**config.mk**
```make
export PLATFORM = sky130hd
export DESIGN_NAME = toggle_counter_mod
export DESIGN_NICKNAME = d
export VERILOG_FILES = /design/src/rtl/toggle_counter_mod.sv
export SDC_FILE = /design/constraint.sdc
export NUM_CORES = 1
export LEC_CHECK = 0
export ABC_AREA = 1
export CAP_MARGIN = 20
export CORE_AREA = 3 3 40 42
export CTS_CLUSTER_DIAMETER = 50
export DETAILED_ROUTE_END_ITERATION = 8
export DIE_AREA = 0 0 43 45
export GPL_ROUTABILITY_DRIVEN = 0
export PLACE_DENSITY = 0.59
export RECOVER_POWER = 25
export SLEW_MARGIN = 15
export SYNTH_ARGS = -nofsm -noshare
export SYNTH_HDL_FRONTEND = slang
export SYNTH_SLANG_ARGS = --single-unit
```
**constraint.sdc**
```tcl
create_clock -name clk -period 1.87 [get_ports clk]
set_clock_uncertainty 0.05 [all_clocks]
set_input_delay 0.2805 -clock clk [delete_from_list [all_inputs] [get_ports clk]]
set_output_delay 0.2805 -clock clk [all_outputs]
set_load 0.01 [all_outputs]
```
**src/rtl/toggle_counter_mod.sv**
```systemverilog
// WIDTH-bit modulo counter with enable, up/down, parallel load and tc strobe.
// Define TC_TOGGLE_EN to add the tq divide-by-2*MODULUS toggle output.
module toggle_counter_mod #(
  parameter int WIDTH     = 4,
  parameter int MODULUS   = 10,
  parameter int RESET_VAL = 0
) (
  input  logic             clk,
  input  logic             reset,
  input  logic             enable,
  input  logic             up,
  input  logic             load,
  input  logic [WIDTH-1:0] d,
  output logic [WIDTH-1:0] q,
  output logic             tc
`ifdef TC_TOGGLE_EN
  ,
  output logic             tq
`endif
);

  localparam logic [WIDTH-1:0] MAX_V = WIDTH'(MODULUS - 1);
  localparam logic [WIDTH-1:0] RST_V = WIDTH'(RESET_VAL);
  localparam logic [WIDTH-1:0] ONE_V = WIDTH'(1);
  // One bit wider so MODULUS == 2**WIDTH is representable
  localparam logic [WIDTH:0]   MOD_W = (WIDTH + 1)'(MODULUS);

  logic [WIDTH-1:0] q_d, q_q;
  logic             at_term;

  always_comb begin
    at_term = up ? (q_q == MAX_V) : (q_q == '0);
    tc      = enable & at_term;
    q_d     = q_q;
    if (load) begin
      q_d = ({1'b0, d} < MOD_W) ? d : MAX_V;
    end else if (enable) begin
      if (up) q_d = at_term ? '0 : q_q + ONE_V;
      else    q_d = at_term ? MAX_V : q_q - ONE_V;
    end
  end

  always_ff @(posedge clk) begin
    if (!reset) q_q <= RST_V;
    else        q_q <= q_d;
  end

  assign q = q_q;

`ifdef TC_TOGGLE_EN
  logic tq_d, tq_q;

  always_comb begin
    tq_d = tq_q;
    if (!load && tc) tq_d = ~tq_q;
  end

  always_ff @(posedge clk) begin
    if (!reset) tq_q <= 1'b0;
    else        tq_q <= tq_d;
  end

  assign tq = tq_q;
`endif

endmodule

```
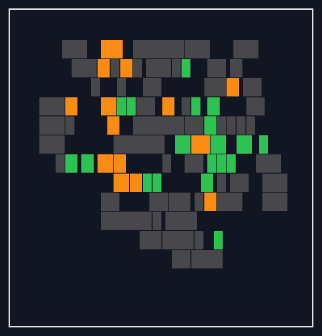
Run 1: gate families picked out
colour	family	cells
orange	aoi and oai cells	14
green	nand cells	19

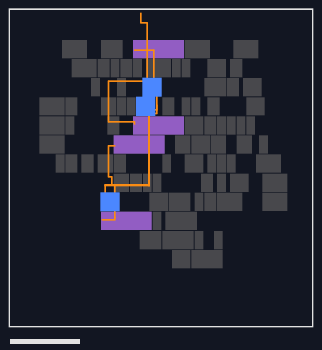
Run 1: clock network drawn from the DEF
Bar = 10 um.
[purple] flip-flops | count: 4
[orange] clock wires | length: 79.8 um
[blue] clock-net drivers | count: 3
routed clock nets	4
share of power burned in the clock network: 30.9%
insertion delay of the later-clocked pin in the worst-skew pair: 0.24 ns
clock network power: 0.110 mW

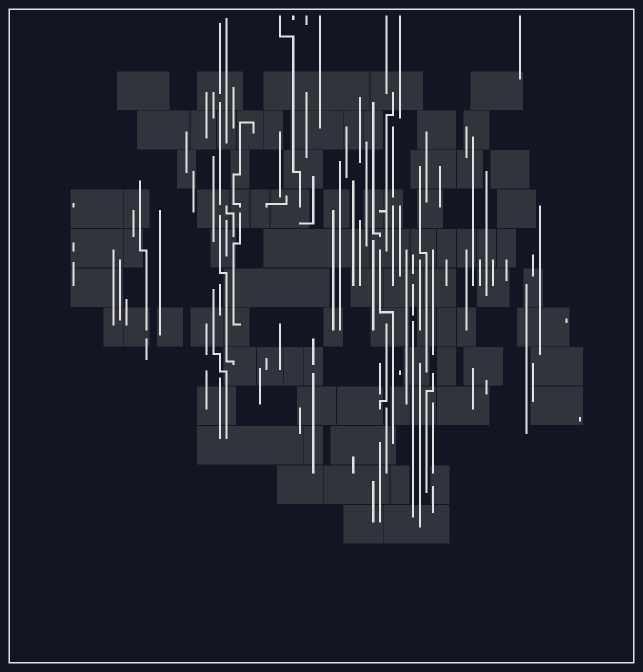
Run 1: metal 2
longest straight run	13.4 um
wire length on this layer	473 um
Post-Route WL: 1.01 mm
met2 track utilization from global routing: 17.7%
routed vias: 459

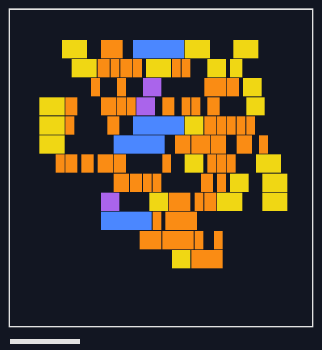
Run 1: placement by cell class
Bar = 10 um.
colour	class	cells
purple	clock-net drivers	3
blue	registers	4
yellow	remaining buffers and delay cells	21
orange	remaining logic cells	56
post-layout utilization of the core: 46.6%
number of core rows: 13
final std cell area, no fill: 599 sq um
share of the final layout cell area in sequential cells: 13.4%
core area: 1280 sq um

run 1: per-stage QoR:
step	setup TNS (ns)	instances	cell area [sq um]
2_1_floorplan	0	60	373
3_3_place_gp	-0.108	96	582
3_5_place_dp	-0.129	96	582
4_1_cts	0	99	603
5_1_grt	0	99	599
6_report	0	99	599
run 1: worst register-to-register path, delay by kind of cell (launching register included):
| family | cells | cell delay, ns |
|---|---|---|
| AND/OR/NAND/NOR | 5 | 0.31 |
| buffers and inverters | 3 | 0.26 |
| flip-flops | 1 | 0.40 |
| adder cells (fa/ha/maj) | 1 | 0.20 |
| AND-OR/OR-AND | 2 | 0.18 |
run 1: final cells by class:
type,instances,area share [%]
Multi-Input combinational cell,47,43.2
Sequential cell,4,13.4
Clock buffer,3,3.76
Inverter,9,5.64
Timing Repair Buffer,21,30.9
Tap cell,15,3.13
==> flow report, run 1 <==
==================================================================================
Sequence of cells on the critical path                                inv_1 > ha_1 > inv_1 > nor2_1 > nand2_2 > a21oi_1 > clkbuf_2
Critical path class                                                        reg2out
PnR Total Power                                                           0.356 mW
Iteration-0 DRC Markers                                                          4
Combined buffer and inverter count along the critical path                       3
Mean number of vias per cell                                                  4.64
Least setup slack across all paths after layout                           0.221 ns
Layout overhead on the synthesized area                                      60.7%
Worst min path class                                                        in2reg
Wl on met1                                                                  473 um
Sequential-cell power consumption                                         0.101 mW
Yosys adder share                                                            10.1%
Measured slew at the worst slew-check pin                                 0.208 ns
Met3 Track Usage GR                                                          1.59%
Count of cell types in the netlist                                              16
Combinational cell power                                                  0.145 mW
Library cell occupying the most area in the post-synthesis netlist         dfxtp_1
Critical path data arrival time                                            1.32 ns
Capture point of the worst path                                                 tc
Basic Gates by Area                                                          30.9%
# IOs                                                                           14
Average detailed-routed wire length per instance                           10.2 um
Longest Clk Path Bufs                                                            2
Leak Pwr                                                                  0.286 nW
Post-synthesis sequential element count                                          4
Endpoint required time on the critical path                                1.54 ns
Share of cells above drive strength 1                                        19.0%
Post-synthesis compound-gate area fraction                                   21.5%
Final hold slack                                                          0.620 ns
Capture instance of the worst register-to-register path                       q[3]
First-pass DRT Iterations                                                        4
Type of element launching the critical path                              flip-flop
IO buf count                                                                    13
Largest net degree at the start of global routing                                7
Worst setup startpoint                                                        q[0]
FF-to-FF setup slack                                                       0.34 ns
Met1 demand-to-capacity share in global routing                              14.7%
Number of global-route vias before repair                                      416
Combinational group share of total power                                     40.7%
Total number of warnings across the stage logs                                  28
IR Drop Worst-Case VDD                                                    0.235 mV
Remaining number of nets flagged by the antenna check after routing              0
Area occupied by registers                                              80.1 sq um
Part of the cycle the worst path needs                                       88.2%
Filler cells                                                                   138
First-pass GRT wire length                                                 1.69 mm
Power group with the largest share                                    combinational cells
Most used standard cell by instance count after synthesis                  nand2_1
Hpwl dp                                                                     859 um
Die area                                                                1940 sq um
Remaining DRCs                                                                   0
CTS tree                                                                       yes
Peak clock frequency supported by timing                                   606 MHz
Max cap viols                                                                    0
Depth of the worst hold-timing path                                              3
Fraction of the yosys area taken by sequential cells                         21.5%
Ranking of synthesized cells by area                                  dfxtp_1 21%, nand2_1 11%, ha_1 10%, o21ai_0 9.4%, inv_1 8.1%
Die height                                                                   45 um
Commonest cells after routing, fill and taps aside                    11 x nand2_1, 11 x clkdlybuf4s50_1
Number of buffers created by CTS                                                 3
RSZ-0062 raised after global routing                                         false
Worst relative slew slack                                                    86.0%
Total number of yosys warnings                                                   0
Hold buffers post-CTS                                                            0
Post-CTS resize count                                                            1
Synth Area per Inst                                                     6.21 sq um
Worst slack at placement                                                 -0.129 ns
Hold Vio Cnt, Final                                                              0
Status                                                                   completed
Max reg flops                                                                    4
Share of the synthesized area in the top cell type                           21.5%
Critical path peak fanout                                                        5
Total number of H-tree levels                                                    1
Amount of wire on met2 after detailed routing                               472 um
Post-layout minimum cycle time                                             1.65 ns
Met3 wirelength from detailed routing                                        50 um
Number of synthesized flops with an enable pin                                   0
Reg-to-Reg Start                                                              q[0]
Chip Width                                                                   43 um
==================================================================================
==> run 2, diff against run 1 <==
ABC_AREA = 0   (was 1)
PLACE_DENSITY = 0.62   (was 0.59)
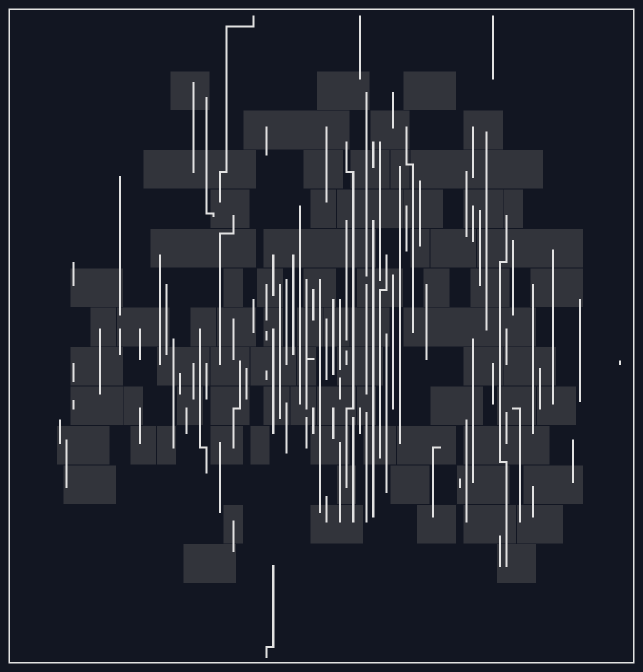
Run 2: metal 2
main direction	vertical
wire length on this layer	576 um
nets with wire on the layer	77
longest straight run	20.4 um

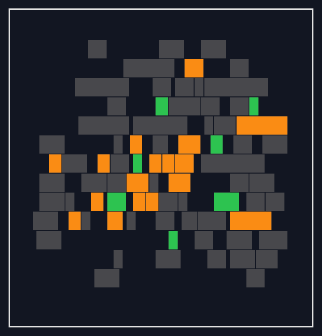
Run 2: gate families picked out
colour	family	cells
green	nand cells	7
orange	aoi and oai cells	17
share of cell area taken by multi-input logic gates: 47.2%
most instantiated logic cell after routing: buf_4
number of cells in the finished layout apart from fillers: 94

==> flow report, run 2 <==
======================================================================
Measured slew at the worst slew-check pin                     0.292 ns   was 0.208 ns
Post-synthesis sequential element count                              4   unchanged
Core area                                                   1280 sq um   unchanged
Share of the synthesized area in the top cell type               19.6%   was 21.5%
Met2 track utilization from global routing                       22.5%   was 17.7%
Worst setup startpoint                                            q[0]   unchanged
Worst relative slew slack                                        80.5%   was 86.0%
Endpoint required time on the critical path                    1.54 ns   about the same
Part of the cycle the worst path needs                           99.7%   was 88.2%
Least setup slack across all paths after layout             0.00507 ns   was 0.221 ns
Hold Vio Cnt, Final                                                  0   unchanged
Number of global-route vias before repair                          457   was 416
First-pass DRT Iterations                                            4   unchanged
Type of element launching the critical path                  flip-flop   unchanged
IR Drop Worst-Case VDD                                        0.306 mV   was 0.235 mV
Post-layout utilization of the core                              54.7%   was 46.6%
Depth of the worst hold-timing path                                  3   unchanged
CTS tree                                                           yes   unchanged
Number of synthesized flops with an enable pin                       0   unchanged
Ranking of synthesized cells by area                      dfxtp_1 20%, ha_1 9.2%, inv_1 6.4%, o21ai_0 6.1%, a21oi_1 4.9%   was dfxtp_1 21%, nand2_1 11%, ha_1 10%, o21ai_0 9.4%, inv_1 8.1%
Longest Clk Path Bufs                                                2   unchanged
Sequence of cells on the critical path                    inv_2 > ha_4 > or3b_4 > a21oi_4 > and2_4 > buf_6   was inv_1 > ha_1 > inv_1 > nor2_1 > nand2_2 > a21oi_1 > clkbuf_2
Total number of H-tree levels                                        1   unchanged
Die height                                                       45 um   unchanged
Average detailed-routed wire length per instance               12.2 um   was 10.2 um
FF-to-FF setup slack                                           0.07 ns   was 0.34 ns
Fraction of the yosys area taken by sequential cells             19.6%   was 21.5%
Status                                                       completed   unchanged
Worst min path class                                           reg2reg   was in2reg
Worst slack at placement                                     -0.363 ns   was -0.129 ns
Die area                                                    1940 sq um   unchanged
# IOs                                                               14   unchanged
Combinational cell power                                      0.176 mW   was 0.145 mW
Leak Pwr                                                      0.310 nW   was 0.286 nW
Capture instance of the worst register-to-register path           q[1]   was q[3]
Total number of warnings across the stage logs                      29   was 28
Critical path peak fanout                                            3   was 5
Area occupied by registers                                  82.6 sq um   was 80.1 sq um
Commonest cells after routing, fill and taps aside        12 x buf_4, 11 x clkdlybuf4s50_1, 5 x inv_1, 5 x o21ai_0, 4 x a21oi_1   was 11 x nand2_1, 11 x clkdlybuf4s50_1
Routed vias                                                        482   was 459
Capture point of the worst path                                     tc   unchanged
Max reg flops                                                        4   unchanged
======================================================================
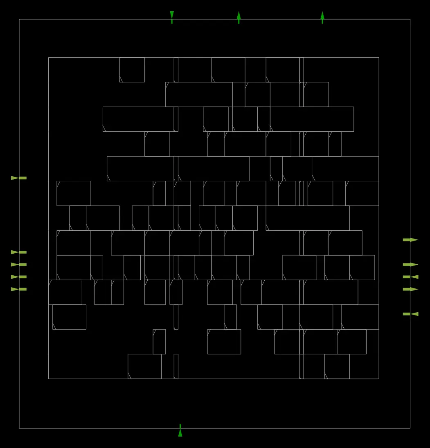
Run 2: cell placement
count of flip-flops and latches: 4
Filler cells: 135
share of the final layout cell area in sequential cells: 11.7%

-- run 2: netlist changes by cell type after synthesis, sizes merged, moves of 2 or more --
cell,change
nand2,-11
nand3,-2
a21o,+2
a21oi,+3
xor2,-2
nor2,-6
a31oi,-2
buf,+2
o21ai,-3
-- run 2: logic make-up after synthesis --
logic type / share of synthesized area [%]
AND-OR/OR-AND: 37.4
XOR/XNOR: 2.15
adder cells (fa/ha/maj): 9.20
buffers and inverters: 12.0
flip-flops: 19.6
AND/OR/NAND/NOR: 19.6
-- run 2: layout make-up --
cell class / count / share of cell area (%)
flip-flops and latches: 4 / 11.7
multi-input cells: 40 / 47.2
clock buffers: 3 / 3.20
inverters: 7 / 3.74
well taps: 15 / 2.67
repair buffers: 25 / 31.5
Power and IR drop assume default switching activity.
